[src/rtl/uart_pkg.sv]
// Shared state encoding, parity constants and frame-length helpers for the buffered UART transmitter.
package uart_pkg;

  typedef enum logic [2:0] {
    IDLE,
    START,
    DATA,
    PARITY,
    STOP,
    BREAK
  } uart_state_t;

  localparam int PARITY_NONE = 0;
  localparam int PARITY_EVEN = 1;
  localparam int PARITY_ODD  = 2;

  // Serial bit periods in one frame: start + data + optional parity + stop.
  function automatic int frame_bits(input int data_bits, input int parity_mode, input int stop_bits);
    return 1 + data_bits + ((parity_mode != PARITY_NONE) ? 1 : 0) + stop_bits;
  endfunction

  function automatic int frame_cycles(input int clks_per_bit, input int data_bits,
                                      input int parity_mode, input int stop_bits);
    return clks_per_bit * frame_bits(data_bits, parity_mode, stop_bits);
  endfunction

endpackage

[src/rtl/uart_tx_sync_fifo.sv]
// Single-clock FIFO buffering words for the UART transmitter; level tells full from empty.
module uart_tx_sync_fifo #(
  parameter int WIDTH = 8,
  parameter int DEPTH = 4
) (
  input  logic                   clock,
  input  logic                   reset,
  input  logic                   push,
  input  logic                   pop,
  input  logic [WIDTH-1:0]       wr_data,
  output logic [WIDTH-1:0]       rd_data,
  output logic                   full,
  output logic                   empty,
  output logic [$clog2(DEPTH):0] level
);

  localparam int AW = $clog2(DEPTH);

  logic [WIDTH-1:0] mem [DEPTH];
  logic [AW-1:0]    wr_ptr;
  logic [AW-1:0]    rd_ptr;
  logic             do_push;
  logic             do_pop;

  assign full    = (level == (AW + 1)'(DEPTH));
  assign empty   = (level == '0);
  assign do_push = push && !full;
  assign do_pop  = pop && !empty;
  assign rd_data = mem[rd_ptr];

  // NOTE: the storage array has no reset; level and pointers alone define which entries are valid.
  always_ff @(posedge clock) begin
    if (do_push) mem[wr_ptr] <= wr_data;
  end

  always_ff @(posedge clock or posedge reset) begin
    if (reset) begin
      wr_ptr <= '0;
      rd_ptr <= '0;
      level  <= '0;
    end else begin
      // Pointers wrap naturally because DEPTH is a power of two.
      if (do_push) wr_ptr <= wr_ptr + 1'b1;
      if (do_pop)  rd_ptr <= rd_ptr + 1'b1;
      case ({do_push, do_pop})
        2'b10:   level <= level + 1'b1;
        2'b01:   level <= level - 1'b1;
        default: level <= level;
      endcase
    end
  end

endmodule

[src/rtl/uart_tx_fifo_param.sv]
// Buffered, parametrised UART transmitter with valid/ready input and zero-gap back-to-back frames.
// Optional line-break generation (send_break input, BREAK state) is enabled by defining UART_TX_BREAK_EN.
module uart_tx_fifo_param
  import uart_pkg::*;
#(
  parameter int CLKS_PER_BIT = 434,
  parameter int DATA_BITS    = 8,
  parameter int PARITY_MODE  = 0,
  parameter int STOP_BITS    = 1,
  parameter int FIFO_DEPTH   = 4
) (
  input  logic                        clock,
  input  logic                        reset,
  input  logic [DATA_BITS-1:0]        tx_data,
  input  logic                        tx_valid,
`ifdef UART_TX_BREAK_EN
  input  logic                        send_break,
`endif
  output logic                        tx_ready,
  output logic                        tx,
  output logic                        busy,
  output logic [$clog2(FIFO_DEPTH):0] fifo_level
);

  localparam int CNT_W = $clog2(CLKS_PER_BIT);
  localparam int IDX_W = $clog2(frame_bits(DATA_BITS, PARITY_MODE, STOP_BITS));

  localparam logic [CNT_W-1:0] CNT_MAX   = CNT_W'(CLKS_PER_BIT - 1);
  localparam logic [IDX_W-1:0] LAST_DATA = IDX_W'(DATA_BITS - 1);
  localparam logic [IDX_W-1:0] LAST_STOP = IDX_W'(STOP_BITS - 1);
  localparam logic [IDX_W-1:0] MARK_IDX  = IDX_W'(1);

  uart_state_t          state;
  logic [CNT_W-1:0]     baud_cnt;
  logic [IDX_W-1:0]     bit_idx;
  logic [DATA_BITS-1:0] shift_reg;
  logic                 parity_bit;

  logic [DATA_BITS-1:0] fifo_rd_data;
  logic                 fifo_full;
  logic                 fifo_empty;
  logic                 break_req;
  logic                 bit_end;
  logic                 sched;
  logic                 pop;

`ifdef UART_TX_BREAK_EN
  assign break_req = send_break;
`else
  assign break_req = 1'b0;
`endif

  uart_tx_sync_fifo #(
    .WIDTH (DATA_BITS),
    .DEPTH (FIFO_DEPTH)
  ) u_fifo (
    .clock   (clock),
    .reset   (reset),
    .push    (tx_valid),
    .pop     (pop),
    .wr_data (tx_data),
    .rd_data (fifo_rd_data),
    .full    (fifo_full),
    .empty   (fifo_empty),
    .level   (fifo_level)
  );

  // A scheduling point is idle, the end of the last stop bit, or the end of mark-after-break;
  // deciding the next frame there is what gives zero-gap back-to-back frames.
  assign bit_end = (baud_cnt == '0);
  assign sched   = (state == IDLE) ||
                   (bit_end && (((state == STOP) && (bit_idx == LAST_STOP)) ||
                                ((state == BREAK) && (bit_idx == MARK_IDX))));
  assign pop     = sched && !break_req && !fifo_empty;

  assign tx_ready = !fifo_full;
  assign busy     = (state != IDLE) || (fifo_level != '0);

  always_ff @(posedge clock or posedge reset) begin
    if (reset) begin
      state      <= IDLE;
      baud_cnt   <= '0;
      bit_idx    <= '0;
      shift_reg  <= '0;
      parity_bit <= 1'b0;
      tx         <= 1'b1;
    end else if (sched) begin
      if (break_req) begin
        state   <= BREAK;
        bit_idx <= '0;
        tx      <= 1'b0;
      end else if (!fifo_empty) begin
        state      <= START;
        baud_cnt   <= CNT_MAX;
        bit_idx    <= '0;
        shift_reg  <= fifo_rd_data;
        parity_bit <= (PARITY_MODE == PARITY_ODD) ? ~(^fifo_rd_data) : ^fifo_rd_data;
        tx         <= 1'b0;
      end else begin
        state <= IDLE;
        tx    <= 1'b1;
      end
    end else begin
      case (state)
        START: begin
          if (bit_end) begin
            state     <= DATA;
            baud_cnt  <= CNT_MAX;
            bit_idx   <= '0;
            tx        <= shift_reg[0];
            shift_reg <= shift_reg >> 1;
          end else begin
            baud_cnt <= baud_cnt - 1'b1;
          end
        end
        DATA: begin
          if (bit_end) begin
            baud_cnt <= CNT_MAX;
            if (bit_idx == LAST_DATA) begin
              bit_idx <= '0;
              if (PARITY_MODE != PARITY_NONE) begin
                state <= PARITY;
                tx    <= parity_bit;
              end else begin
                state <= STOP;
                tx    <= 1'b1;
              end
            end else begin
              bit_idx   <= bit_idx + 1'b1;
              tx        <= shift_reg[0];
              shift_reg <= shift_reg >> 1;
            end
          end else begin
            baud_cnt <= baud_cnt - 1'b1;
          end
        end
        PARITY: begin
          if (bit_end) begin
            state    <= STOP;
            baud_cnt <= CNT_MAX;
            bit_idx  <= '0;
            tx       <= 1'b1;
          end else begin
            baud_cnt <= baud_cnt - 1'b1;
          end
        end
        STOP: begin
          // Only non-final stop periods land here; the final one is a scheduling point.
          if (bit_end) begin
            baud_cnt <= CNT_MAX;
            bit_idx  <= bit_idx + 1'b1;
          end else begin
            baud_cnt <= baud_cnt - 1'b1;
          end
        end
`ifdef UART_TX_BREAK_EN
        BREAK: begin
          // bit_idx 0 holds the line low; 1 times the mark-after-break period.
          if (bit_idx == '0) begin
            if (!break_req) begin
              bit_idx  <= MARK_IDX;
              baud_cnt <= CNT_MAX;
              tx       <= 1'b1;
            end
          end else begin
            baud_cnt <= baud_cnt - 1'b1;
          end
        end
`endif
        default: begin
          state <= IDLE;
          tx    <= 1'b1;
        end
      endcase
    end
  end

endmodule

[config.mk]
export PLATFORM = sky130hd
export DESIGN_NAME = uart_tx_fifo_param
export DESIGN_NICKNAME = d
export VERILOG_FILES = /design/src/rtl/uart_pkg.sv /design/src/rtl/uart_tx_sync_fifo.sv /design/src/rtl/uart_tx_fifo_param.sv
export SDC_FILE = /design/constraint.sdc
export NUM_CORES = 1
export LEC_CHECK = 0
export CORE_ASPECT_RATIO = 1.75
export CORE_MARGIN = 2
export CORE_UTILIZATION = 59
export CTS_CLUSTER_SIZE = 16
export DETAILED_ROUTE_END_ITERATION = 12
export PLACE_DENSITY = 0.79
export SKIP_LAST_GASP = 1
export SLEW_MARGIN = 40
export SYNTH_ARGS = -nofsm -noshare
export SYNTH_HDL_FRONTEND = slang
export SYNTH_SLANG_ARGS = --single-unit
[constraint.sdc]
create_clock -name clock -period 3.3 [get_ports clock]
set_input_delay 0.33 -clock clock [delete_from_list [all_inputs] [get_ports clock]]
set_output_delay 0.33 -clock clock [all_outputs]
set_load 0.02 [all_outputs]
Cell density map:
(4 px per um) 6 x 10 tiles, from black (low) to pale yellow (high), 0 to 100% covered.
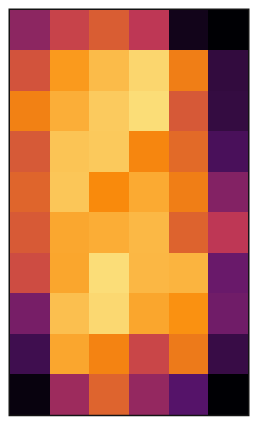
mean over tiles = 59%
emptiest ninth of the die = top right
fullest tile = 93%

Placement by cell class:
(4 px per um) Fill, decap, tap and diode cells in grey.
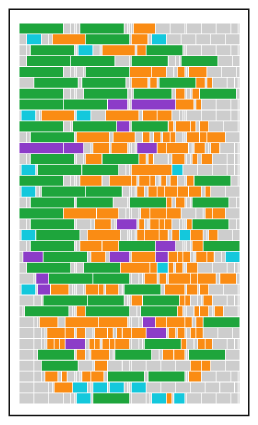
remaining buffers and delay cells -> cyan  # cells 20, share of their area 5.3%
remaining logic cells -> orange  # cells 165, share of their area 39%
clock drivers and dummy loads -> purple  # cells 16, share of their area 6.4%
registers -> green  # cells 64, share of their area 50%

==> notes.md <==
impl run done, here's what came out: status complete, no violations, CTS tree done, first-pass GRT wire length 10,100 um, Net Count, Synth 258, Tmin final 2950 ps, final worst slack 355 ps, sequential logic power 0.00101 W, worst hold path class in -> async, switching power total 0.000570 W, crit path kind reg -> reg, slowest stage delay, CP 410 ps, Comb. pwr 0.000318 W, reg2reg setup slack 350 ps, Mapped Cells 237, final WL 6140 um, DR WL met2 3510 um, final number of hold-violating endpoints 0, Pwr Total 0.00210 W, fp_density 60.6%, WL/cell 19.2 um, vias per inst 6.36, Congestion Overflow GR 0, Gate Area 0.00133 mm2, MUX area fraction 12.9%, pre-CTS worst setup slack 479 ps, setup violators final 0, CTS Hold Bufs 0, total of max-cap violations 0, Post-synth top cells 32 x edfxtp_1, 31 x dfrtp_1, 13 x inv_1, logic gate share of total power 15.2%, highest-count logic cell in the final layout edfxtp_1, Cell area leaders edfxtp_1 30%, dfrtp_1 24%, mux4_2 5.7%, mux2_4 3.8%, ha_1 3.5%, sequential share of power 48.2%, fin area 0.00363 mm2, largest net degree at the start of global routing 33, vias in the first global route 2,101, area leader, netlist edfxtp_1, Multi-In Gates 152, crit path DRT 3560 ps, CP Capture Type flip-flop, Die W 59.5 um, FF-to-FF Start baud_cnt[0], Setup crit end u_fifo.level[2], critical path peak fanout 6, WHS 363 ps, NonClk Buf Share 5.24%, CTS Buffer Depth 2, Unique masters post-synth 59, clock network fraction of total power 36.6%, post-synthesis register bit count 64, Clock-cell share 6.28%, Final ANT Viol Nets 0, P_int 0.00153 W, register area 0.00176 mm2, yosys simple share 11.8%, Post-Layout Cell Count 320, XOR/XNOR Area Share 1.65%, Slew Limit Fails 0, Fmax achieved 0.340 GHz, met1 usage 24.9%, vias post-DR 2,034, Critical R2R Capture u_fifo.level[2], Buffers, non-clock 20, sequential portion of the cell area 48.6%, Synth Seq Share 55.4%, flip-flops with a built-in enable 32, Compound Share, Synth 11.4%, Worst slew margin 61.4%, placer congestion estimate 0.839, fin crit share 89.2%, Pwr per Cell Area 578 mW/mm2, Synth Warn # 0, area share, top type 30.2%, seq_cells 64, family with the most delay on the worst path adder cells, launch point of the worst path baud_cnt[0], ys flop type edfxtp_1, Signal inverters 13, row count 35, H-tree levels 3, Yosys Instances 237, combinational share of cell area 36.7%, critical-path cell list inv_1, ha_1, nor4b_2, nand4_1, a21oi_4, ha_1, inv_1, fa_1, xor2_1, nor2_1, xor2_1, dpl cells 304, Port Buffer Count 16, synth-to-layout area growth 14.0%, Net Sw Frac 27.2%, wl on met1 2220 um, fa+ha+maj area frac 4.17%, Leak 1.40 nW, YS chip area 0.00318 mm2, Layout Utilization 69.0%, layout cell share with drive strength beyond 1 19.6%, drt first-iter violations 141, dominant kind of cell registers, core area 0.00526 mm2, Crit path arrival time 3210 ps, CTS-repair resized insts 0, post-placement cell area 0.00340 mm2, # IOs 17, syn avg cell area 13.4 um2, largest non-sequential cell family by area multiplexers, Post-synth ARST share 50.0%, GR Util met3 6.51%, setup TNS 0 ps, Pre-antenna DRT Iters 4, CP max-delay cell dfrtp_1, die y size 101 um, Buf/Inv on CP 2, most frequent cell after synthesis edfxtp_1, unrepaired setup endpoints after global routing false, CTS clock-pin slew for the worst setup and hold paths 70 ps, worst-margin pin slew 579 ps, R2R depth 11, Post-CTS Setup Repair Bufs 0, Top pwr grp sequential cells, max FFs per register 32, met2 Track Usage GR 40.2%, initial antenna violation count 0, Fill cells 380, root buffer cell clkbuf_8, worst vdd ir 0.000642 V, CP startpoint kind flip-flop, DRC Markers 0, top logic cells by instance count in the layout 32 x edfxtp_1, 31 x dfrtp_1, 16 x clkdlybuf4s50_1, 13 x inv_1, 12 x nand2_1, antenna fix cells 0, # nets final 281, Crit path depth 11, grt peak-use layer met2, synthesized cell area 0.00318 mm2, uppermost routed layer met4, Die Area 0.00602 mm2, Worst Clk Skew 14.2 ps, Post-DP HPWL 4320 um, tool warnings 31
The clock network:
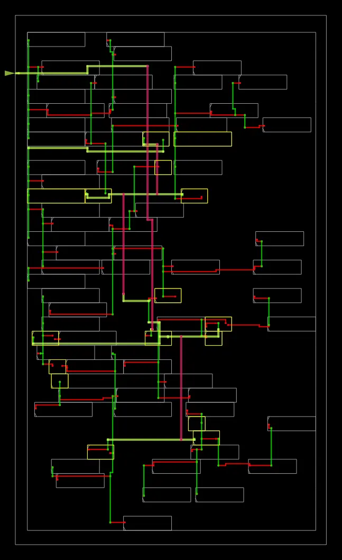
total CTS buffers: 9
clk sinks: 64
clkbuf count: 9
Latency at later pin: 350 ps
Clock group: 0.000768 W

Clock distribution:
(8 px per um)
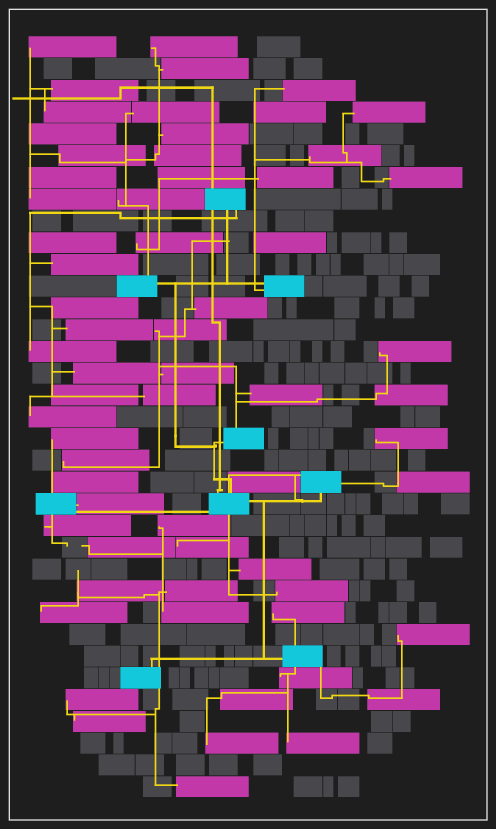
flip-flops -> magenta  # count 64
clock wires -> yellow  # length 824 um
clock-net drivers -> cyan  # count 9
flops lie = spread over the die
routed clock nets = 10

Power figures rest on the tool's default switching activity, not on a simulated workload.
